**src/rtl/eva_ahb_pkg.sv**
```systemverilog
// Shared types and register map for the EVA AHB-Lite register slave.
// Pure definitions: no timing or flow-control behaviour lives here.
package eva_ahb_pkg;

    typedef enum logic [1:0] {
        HT_IDLE   = 2'b00,
        HT_BUSY   = 2'b01,
        HT_NONSEQ = 2'b10,
        HT_SEQ    = 2'b11
    } htrans_e;

    typedef enum logic [1:0] {
        HRESP_OKAY  = 2'b00,
        HRESP_ERROR = 2'b01
    } hresp_e;

    typedef enum logic [1:0] {
        S_IDLE,
        S_WAIT,
        S_ERR1,
        S_ERR2
    } state_e;

    localparam logic [7:0] OFS_ID       = 8'h00;
    localparam logic [7:0] OFS_CTRL     = 8'h04;
    localparam logic [7:0] OFS_INT_RAW  = 8'h08;
    localparam logic [7:0] OFS_INT_MASK = 8'h0C;
    localparam logic [7:0] OFS_INT_STAT = 8'h10;
    localparam logic [7:0] OFS_TICK     = 8'h14;
    localparam logic [7:0] OFS_SCR0     = 8'h20;

    localparam int MAX_SCR = 8;

    // Word offsets only; alignment is checked separately by the caller.
    function automatic logic ofs_mapped(input logic [7:0] ofs, input int nscr);
        logic hit;
        hit = (ofs == OFS_ID) || (ofs == OFS_CTRL) || (ofs == OFS_INT_RAW) ||
              (ofs == OFS_INT_MASK) || (ofs == OFS_INT_STAT) || (ofs == OFS_TICK);
        for (int i = 0; i < MAX_SCR; i++) begin
            if ((i < nscr) && (ofs == OFS_SCR0 + 8'(4 * i))) begin
                hit = 1'b1;
            end
        end
        return hit;
    endfunction

endpackage

```
**src/rtl/eva_irq_ctrl.sv**
```systemverilog
// Edge-triggered interrupt controller: sticky INT_RAW (set beats W1C), INT_MASK, gated output.
// INT_RAW updates one cycle after an intr_src rising edge; interrupt lags INT_RAW by one cycle; no backpressure.
module eva_irq_ctrl (
    input  logic        hclk,
    input  logic        hrest_n,
    input  logic [31:0] intr_src,
    input  logic        w1c_vld,
    input  logic        mask_we,
    input  logic [31:0] wdat,
    input  logic        irq_en,
    output logic [31:0] int_raw,
    output logic [31:0] int_mask,
    output logic [31:0] interrupt
);

    logic [31:0] intr_ff_q, intr_ff_d;
    logic [31:0] raw_q, raw_d;
    logic [31:0] mask_q, mask_d;
    logic [31:0] irq_q, irq_d;
    logic [31:0] edge_c;
    logic [31:0] clr_c;

    always_comb begin
        intr_ff_d = intr_src;
        edge_c    = intr_src & ~intr_ff_q;
        clr_c     = w1c_vld ? wdat : 32'h0;
        // OR-ing the edge after the clear makes a same-cycle set win.
        raw_d     = (raw_q & ~clr_c) | edge_c;
        mask_d    = mask_we ? wdat : mask_q;
        irq_d     = irq_en ? (raw_q & mask_q) : 32'h0;
    end

    always_ff @(posedge hclk or negedge hrest_n) begin
        if (!hrest_n) begin
            intr_ff_q <= '0;
            raw_q     <= '0;
            mask_q    <= '0;
            irq_q     <= '0;
        end else begin
            intr_ff_q <= intr_ff_d;
            raw_q     <= raw_d;
            mask_q    <= mask_d;
            irq_q     <= irq_d;
        end
    end

    assign int_raw   = raw_q;
    assign int_mask  = mask_q;
    assign interrupt = irq_q;

endmodule

```
**src/rtl/eva_ahb_regslv.sv**
```systemverilog
// AHB-Lite register slave: ID, CTRL, interrupt block, TICK counter and scratch registers.
// Data phase takes 1+WAIT_CYC cycles (2 for ERROR); stalls the bus via hready_out, next address taken on the final cycle.
module eva_ahb_regslv
    import eva_ahb_pkg::*;
#(
    parameter logic [31:0] ID_VAL   = 32'hE7A0_0001,
    parameter int          NSCR     = 4,
    parameter int          WAIT_CYC = 0
) (
    input  logic        hclk,
    input  logic        hrest_n,
    input  logic        hsel,
    input  logic [1:0]  htrans,
    input  logic        hwrite,
    input  logic [31:0] haddr,
    input  logic [2:0]  hsize,
    input  logic [31:0] hwdata,
    input  logic        hready_in,
    output logic        hready_out,
    output logic [1:0]  hresp,
    output logic [31:0] hrdata,
    input  logic [31:0] intr_src,
    output logic [31:0] interrupt
);

    state_e      state_q, state_d;
    logic [2:0]  wcnt_q, wcnt_d;
    logic [7:0]  addr_q, addr_d;
    logic        write_q, write_d;
    logic        pend_q, pend_d;
    logic [31:0] ctrl_q, ctrl_d;
    logic [31:0] tick_q, tick_d;
    logic [31:0] scr_q [NSCR];
    logic [31:0] scr_d [NSCR];

    logic        acc_c;
    logic        acc_err_c;
    logic        hready_c;
    hresp_e      resp_c;
    logic        commit_c;
    logic        wr_c;
    logic        rd_c;
    logic [31:0] rmux_c;
    logic        w1c_vld_c;
    logic        mask_we_c;
    logic [31:0] int_raw;
    logic [31:0] int_mask;
    logic        unused_bits;

    assign unused_bits = ^{haddr[31:8], htrans[0]};

    assign acc_c     = hsel & htrans[1] & hready_in;
    assign acc_err_c = (hsize != 3'b010) || (haddr[1:0] != 2'b00) ||
                       !ofs_mapped(haddr[7:0], NSCR);

    always_comb begin
        state_d  = state_q;
        wcnt_d   = wcnt_q;
        hready_c = 1'b1;
        resp_c   = HRESP_OKAY;
        case (state_q)
            S_IDLE, S_ERR2: begin
                if (state_q == S_ERR2) begin
                    resp_c = HRESP_ERROR;
                end
                state_d = S_IDLE;
                if (acc_c) begin
                    if (acc_err_c) begin
                        state_d = S_ERR1;
                    end else if (WAIT_CYC > 0) begin
                        state_d = S_WAIT;
                        wcnt_d  = 3'(WAIT_CYC - 1);
                    end
                end
            end
            S_WAIT: begin
                hready_c = 1'b0;
                if (wcnt_q == 3'd0) begin
                    state_d = S_IDLE;
                end else begin
                    wcnt_d = wcnt_q - 3'd1;
                end
            end
            S_ERR1: begin
                hready_c = 1'b0;
                resp_c   = HRESP_ERROR;
                state_d  = S_ERR2;
            end
            default: state_d = S_IDLE;
        endcase
    end

    // pend marks an OKAY transfer whose data phase has not yet completed.
    always_comb begin
        addr_d  = acc_c ? haddr[7:0] : addr_q;
        write_d = acc_c ? hwrite : write_q;
        pend_d  = pend_q;
        if (acc_c) begin
            pend_d = ~acc_err_c;
        end else if (hready_c) begin
            pend_d = 1'b0;
        end
    end

    assign commit_c = pend_q && (state_q == S_IDLE);
    assign wr_c     = commit_c & write_q;
    assign rd_c     = commit_c & ~write_q;

    always_comb begin
        ctrl_d    = ctrl_q;
        scr_d     = scr_q;
        tick_d    = tick_q + 32'd1;
        rmux_c    = 32'h0;
        w1c_vld_c = 1'b0;
        mask_we_c = 1'b0;
        case (addr_q)
            OFS_ID:       rmux_c = ID_VAL;
            OFS_CTRL: begin
                rmux_c = ctrl_q;
                if (wr_c) begin
                    ctrl_d = hwdata;
                end
            end
            OFS_INT_RAW: begin
                rmux_c    = int_raw;
                w1c_vld_c = wr_c;
            end
            OFS_INT_MASK: begin
                rmux_c    = int_mask;
                mask_we_c = wr_c;
            end
            OFS_INT_STAT: rmux_c = int_raw & int_mask;
            OFS_TICK:     rmux_c = tick_q;
            default: begin
                for (int i = 0; i < NSCR; i++) begin
                    if (addr_q == OFS_SCR0 + 8'(4 * i)) begin
                        rmux_c = scr_q[i];
                        if (wr_c) begin
                            scr_d[i] = hwdata;
                        end
                    end
                end
            end
        endcase
    end

    always_ff @(posedge hclk or negedge hrest_n) begin
        if (!hrest_n) begin
            state_q <= S_IDLE;
            wcnt_q  <= '0;
            addr_q  <= '0;
            write_q <= 1'b0;
            pend_q  <= 1'b0;
            ctrl_q  <= '0;
            tick_q  <= '0;
            for (int i = 0; i < NSCR; i++) begin
                scr_q[i] <= '0;
            end
        end else begin
            state_q <= state_d;
            wcnt_q  <= wcnt_d;
            addr_q  <= addr_d;
            write_q <= write_d;
            pend_q  <= pend_d;
            ctrl_q  <= ctrl_d;
            tick_q  <= tick_d;
            scr_q   <= scr_d;
        end
    end

    eva_irq_ctrl u_irq (
        .hclk      (hclk),
        .hrest_n   (hrest_n),
        .intr_src  (intr_src),
        .w1c_vld   (w1c_vld_c),
        .mask_we   (mask_we_c),
        .wdat      (hwdata),
        .irq_en    (ctrl_q[0]),
        .int_raw   (int_raw),
        .int_mask  (int_mask),
        .interrupt (interrupt)
    );

    assign hready_out = hready_c;
    assign hresp      = resp_c;
    assign hrdata     = rd_c ? rmux_c : 32'h0;

endmodule

```
**config.mk**
```make
export PLATFORM = sky130hd
export DESIGN_NAME = eva_ahb_regslv
export DESIGN_NICKNAME = d
export VERILOG_FILES = /design/src/rtl/eva_ahb_pkg.sv /design/src/rtl/eva_irq_ctrl.sv /design/src/rtl/eva_ahb_regslv.sv
export SDC_FILE = /design/constraint.sdc
export NUM_CORES = 1
export LEC_CHECK = 0
export ABC_AREA = 1
export ABC_CLOCK_PERIOD_IN_PS = 2950
export CAP_MARGIN = 40
export CORE_MARGIN = 5
export CORE_UTILIZATION = 57
export DETAILED_ROUTE_END_ITERATION = 6
export PLACE_DENSITY_LB_ADDON = 0.25
export SLEW_MARGIN = 20
export SYNTH_ARGS = -nofsm -noshare
export SYNTH_HDL_FRONTEND = slang
export SYNTH_SLANG_ARGS = --single-unit
```
**constraint.sdc**
```tcl
create_clock -name hclk -period 2.95 [get_ports hclk]
set_clock_uncertainty 0.2 [all_clocks]
set_input_delay 0.59 -clock hclk [delete_from_list [all_inputs] [get_ports hclk]]
set_output_delay 0.59 -clock hclk [all_outputs]
set_load 0.01 [all_outputs]
```
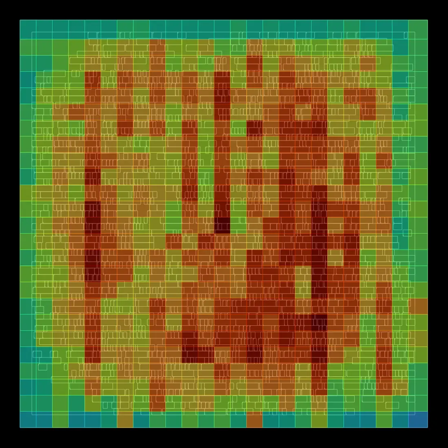
(track usage over the die)
Wirelength per Cell: 19.70 um
post-layout util: 0.7632
met3 usage: 0.06107
met1 Use GR: 0.4040
GR peak layer: met2

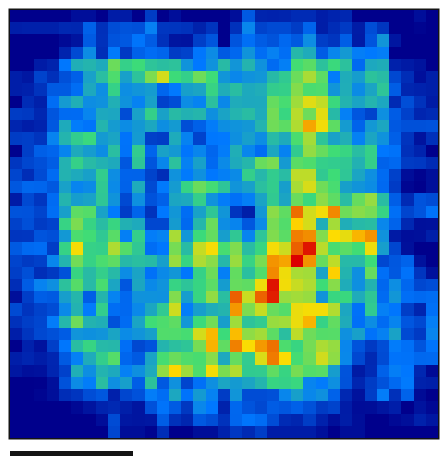
(wire density map)
Bar = 50 um. 35 x 35 tiles, from dark blue (low) to red (high), scaled to the fullest tile. Values are wire area over tile area, all layers added.
emptiest ninth of the die: south-west
tiles over half the peak: 18%
mean over tiles: 0.27
nearly empty tiles: 7.8%
fullest tile: 0.91
Tot GR Track Use: 0.3046
drt total wl: 48.41 mm
Vias: 14371

==> Slide: Implementation Results <==
Flow Results at a Glance

Yosys
  – Top cells by count: nand2_1 (506), dfrtp_1 (335), nor2_1 (177), nand3_1 (164), o21ai_0 (150)
  – XORs/XNORs by Area: 0.01604
  – Ys cells: around 1800
  – Yosys chip area: approximately 0.015 mm^2
  – Yosys top cell area share: 0.5483
  – Distinct lib cells used: 33
  – Post-synth seq share: 0.5483
  – Top-count cell post-synth: nand2_1
  – Compound-Gate Fraction of Synth Area: 0.1202
  – Yosys reg bits: 335
  – Yosys warning tally: 0
  – Simple share: 0.2479
  – Adder share: 0.005729
  – Main synth FF type: dfrtp_1
  – Cell area leaders: dfrtp_1 (55%), nand2_1 (12%), nand3_1 (5.4%)
  – Syn Nets: between 1500 and 2000
  – Avg Synthesized Cell Area: between 8 and 9 um^2
  – Number of enable flip-flop cells: 0
  – Mapped Area: roughly 0.015 mm^2
  – Proportion of synthesized area in mux cells: 0
  – Synth logic family: simple AND/OR/NAND/NOR gates
  – Post-Synthesis Cells: about 1800
  – Post-synth top area cell: dfrtp_1
  – Async set or reset register ratio after synthesis: 1.000

Die
  – Chip area: 0.03020 mm^2
  – I/O pins: about 170
  – Core Util at FP: 0.5737
  – Die X-Extent: about 170 um
  – Chip height: about 170 um

Drt
  – Met2 WL: approximately 23 mm
  – Top sig layer: met4
  – DRT met1 WL: 18.70 mm
  – Vias per cell: 5.847
  – DRC: 0
  – Drt pass-1 iters: 6
  – ANT nets after route: 0
  – Met3 WL: 4.500 mm
  – Initial DRC Count: about 1800

Placed design
  – GP Congestion: between 0.9 and 1
  – Tally of buffers added on design ports: between 100 and 150
  – HPWL after DPL: around 29 mm
  – Place WS: -0.1945 ns
  – Post-DP Area: about 0.018 mm^2
  – Dpl cells: 2347

Clock tree
  – CTS root buf: clkbuf_16
  – Inserted Clock Buffers: 36
  – CTS tree: built
  – Hold-fix buffer count after cts: 1
  – Clock transition at path regs: roughly 0.06 ns
  – Post-CTS Setup Bufs: 30
  – CTS HTree Levels: 2
  – Post_cts resized: 245
  – CTS max path bufs: 3
  – CTS sink count: roughly 340
  – Latency at later pin: just over 0.5 ns

Cells and area
  – Proportion of layout cells with a drive suffix above 1: 0.1781
  – Fin cells: between 2000 and 2500
  – Fin nets: between 2000 and 2500
  – Largest register FFs: 128
  – Register with the most flip-flops: scr_q
  – Fillers: about 1700
  – ANT cells: 0
  – P&R area growth vs syn: 33.05%
  – Top Layout Cells: nand2_1 (472), dfrtp_1 (334), nand3_1 (142)
  – Commonest Layout Cell: nand2_1

Status
  – Failing checks: setup timing
  – Status: finished, violations left

Hold path
  – Hold Path Sink: u_irq.int_raw[18]$_DFF_PN0_
  – Worst min-delay path class: flip-flop to flip-flop
  – Hold Path Origin: u_irq.intr_ff_q[18]$_DFF_PN0_
  – Hold path cells: 1

Global routing
  – GR Util met2: 0.4965
  – Vias in the first global route: roughly 14000
  – GR Overflow Total: 0
  – First-pass GRT wire length: 74.69 mm
  – Largest net degree at the start of global routing: between 60 and 70
  – Initial antenna violation count: 0

Pwr
  – Pint: approximately 8000 uW
  – Max IR drop VDD: approximately 0.00044 V
  – P_clk: around 4600 uW
  – Net Switching: around 2700 uW
  – Biggest consumer: sequential cells
  – Pwr Total: approximately 11000 uW
  – Seq pwr share: 0.433
  – Clock power frac: 0.427
  – Pwr Density: 531.6 mW/mm^2
  – Comb. pwr: 1520 uW
  – Comb power frac: 0.140
  – Sw Share: 0.2502
  – Pleak: between 0.009 and 0.01 uW

Timing
  – Fin Hold WS: just over 0.2 ns
  – Total negative slack: -7.614 ns
  – Final WS setup: -0.3255 ns
  – Final Hold Vio Count: 0
  – Final setup violation count: 32
  – Slew margin rel.: 0.6512
  – Slew Viols, Final: 0
  – RSZ-0062 raised after global routing: true
  – Slew @ Worst Pin: between 0.5 and 0.6 ns
  – Tcrit/Tclk final: 1.110
  – F_max: approximately 310 MHz
  – Tmin final: between 3 and 4 ns

Worst setup path
  – CP Launch Point: state_q[1]$_DFFE_PN0N_
  – Worst path slowest cell: dfrtp_1
  – Required @ worst endpoint: around 2.2 ns
  – R2r startpoint: state_q[1]$_DFFE_PN0N_
  – Crit-path cells: inv_2 > ha_4 > inv_4 > nor3_4 > buf_6 > clkinvlp_4 > buf_12 > buf_12 > buf_6 > o21bai_1 > nor2_1 > buf_2
  – R2r endpoint: ctrl_q[25]$_DFFE_PN0P_
  – Critical path type: flip-flop to output pin
  – Crit path DAT: roughly 2.5 ns
  – Crit path to: hrdata[18]
  – R2R cell count: 11
  – Crit start category: flip-flop
  – Largest fanout on the critical path: 7
  – Slowest Stage Delay on Critical Path: around 0.4 ns
  – R2R Setup Slk: around 0.32 ns
  – CP top delay family: buffers and inverters
  – CP Buf/Inv Count: 8
  – Crit end category: output pin
  – CP Depth: 12

Run
  – OpenROAD warnings: 56
  – Max_cap viols: 0
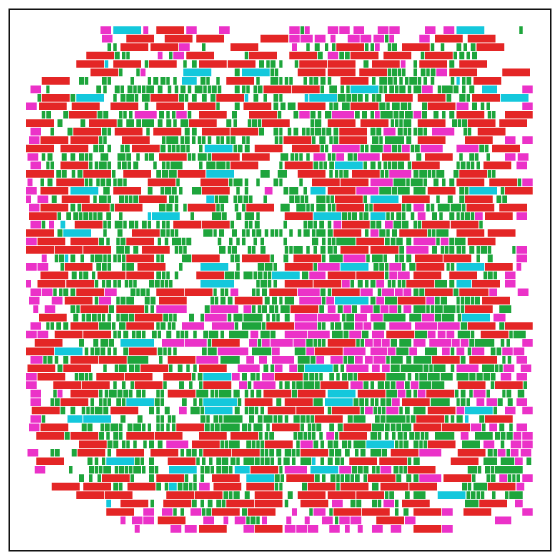
(cells colored by class)
| class | color | cells | share of their area |
|---|---|---|---|
| flip-flops | red | 335 | 42% |
| clock drivers and dummy loads | cyan | 60 | 6.0% |
| other buffers and delay cells | magenta | 297 | 16% |
| all other logic | green | 1425 | 36% |
fin area: 0.02034 mm^2
Seq area share: 0.4122
row cnt: 60
Core Footprint: 0.02665 mm^2

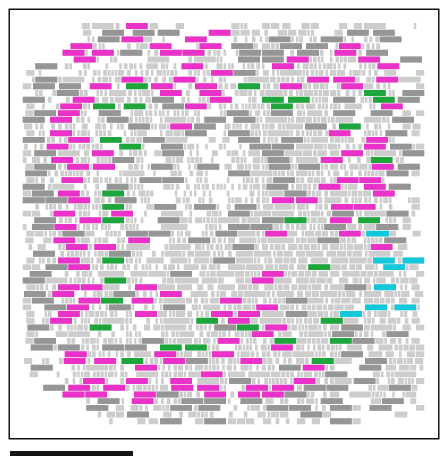
(sequential cells grouped by signal name)
Bar = 50 um.
| name in the netlist | color | sequential cells |
|---|---|---|
| `u_irq.int_mask` | green | 32 |
| `addr_q` | cyan | 8 |
| `scr_q` | magenta | 128 |
sequential cell power: 4680 uW
Register Area: 0.008384 mm^2

## cell type report
type                       instances  area (um^2)  share of cell area
timing repair buffer             297         3178              0.1562
tap                              341        426.7             0.02098
clock buffer                      52         1052             0.05173
inverter                         143        553.0             0.02719
clock inverter                     8        145.1            0.007135
multi-input combinational       1282         6601              0.3245
sequential                       335         8384              0.4122
## kinds of logic (layout without fill, tap and decap cells)
family / Yosys count / after routing
flip-flops: 335 / 335
AND-OR/OR-AND: 343 / 343
buffers and inverters: 229 / 500
AND/OR/NAND/NOR: 902 / 903
XOR/XNOR: 28 / 28
other: 1 / 1
adder cells (fa/ha/maj): 7 / 7
Power is estimated from default activity; no workload was simulated.
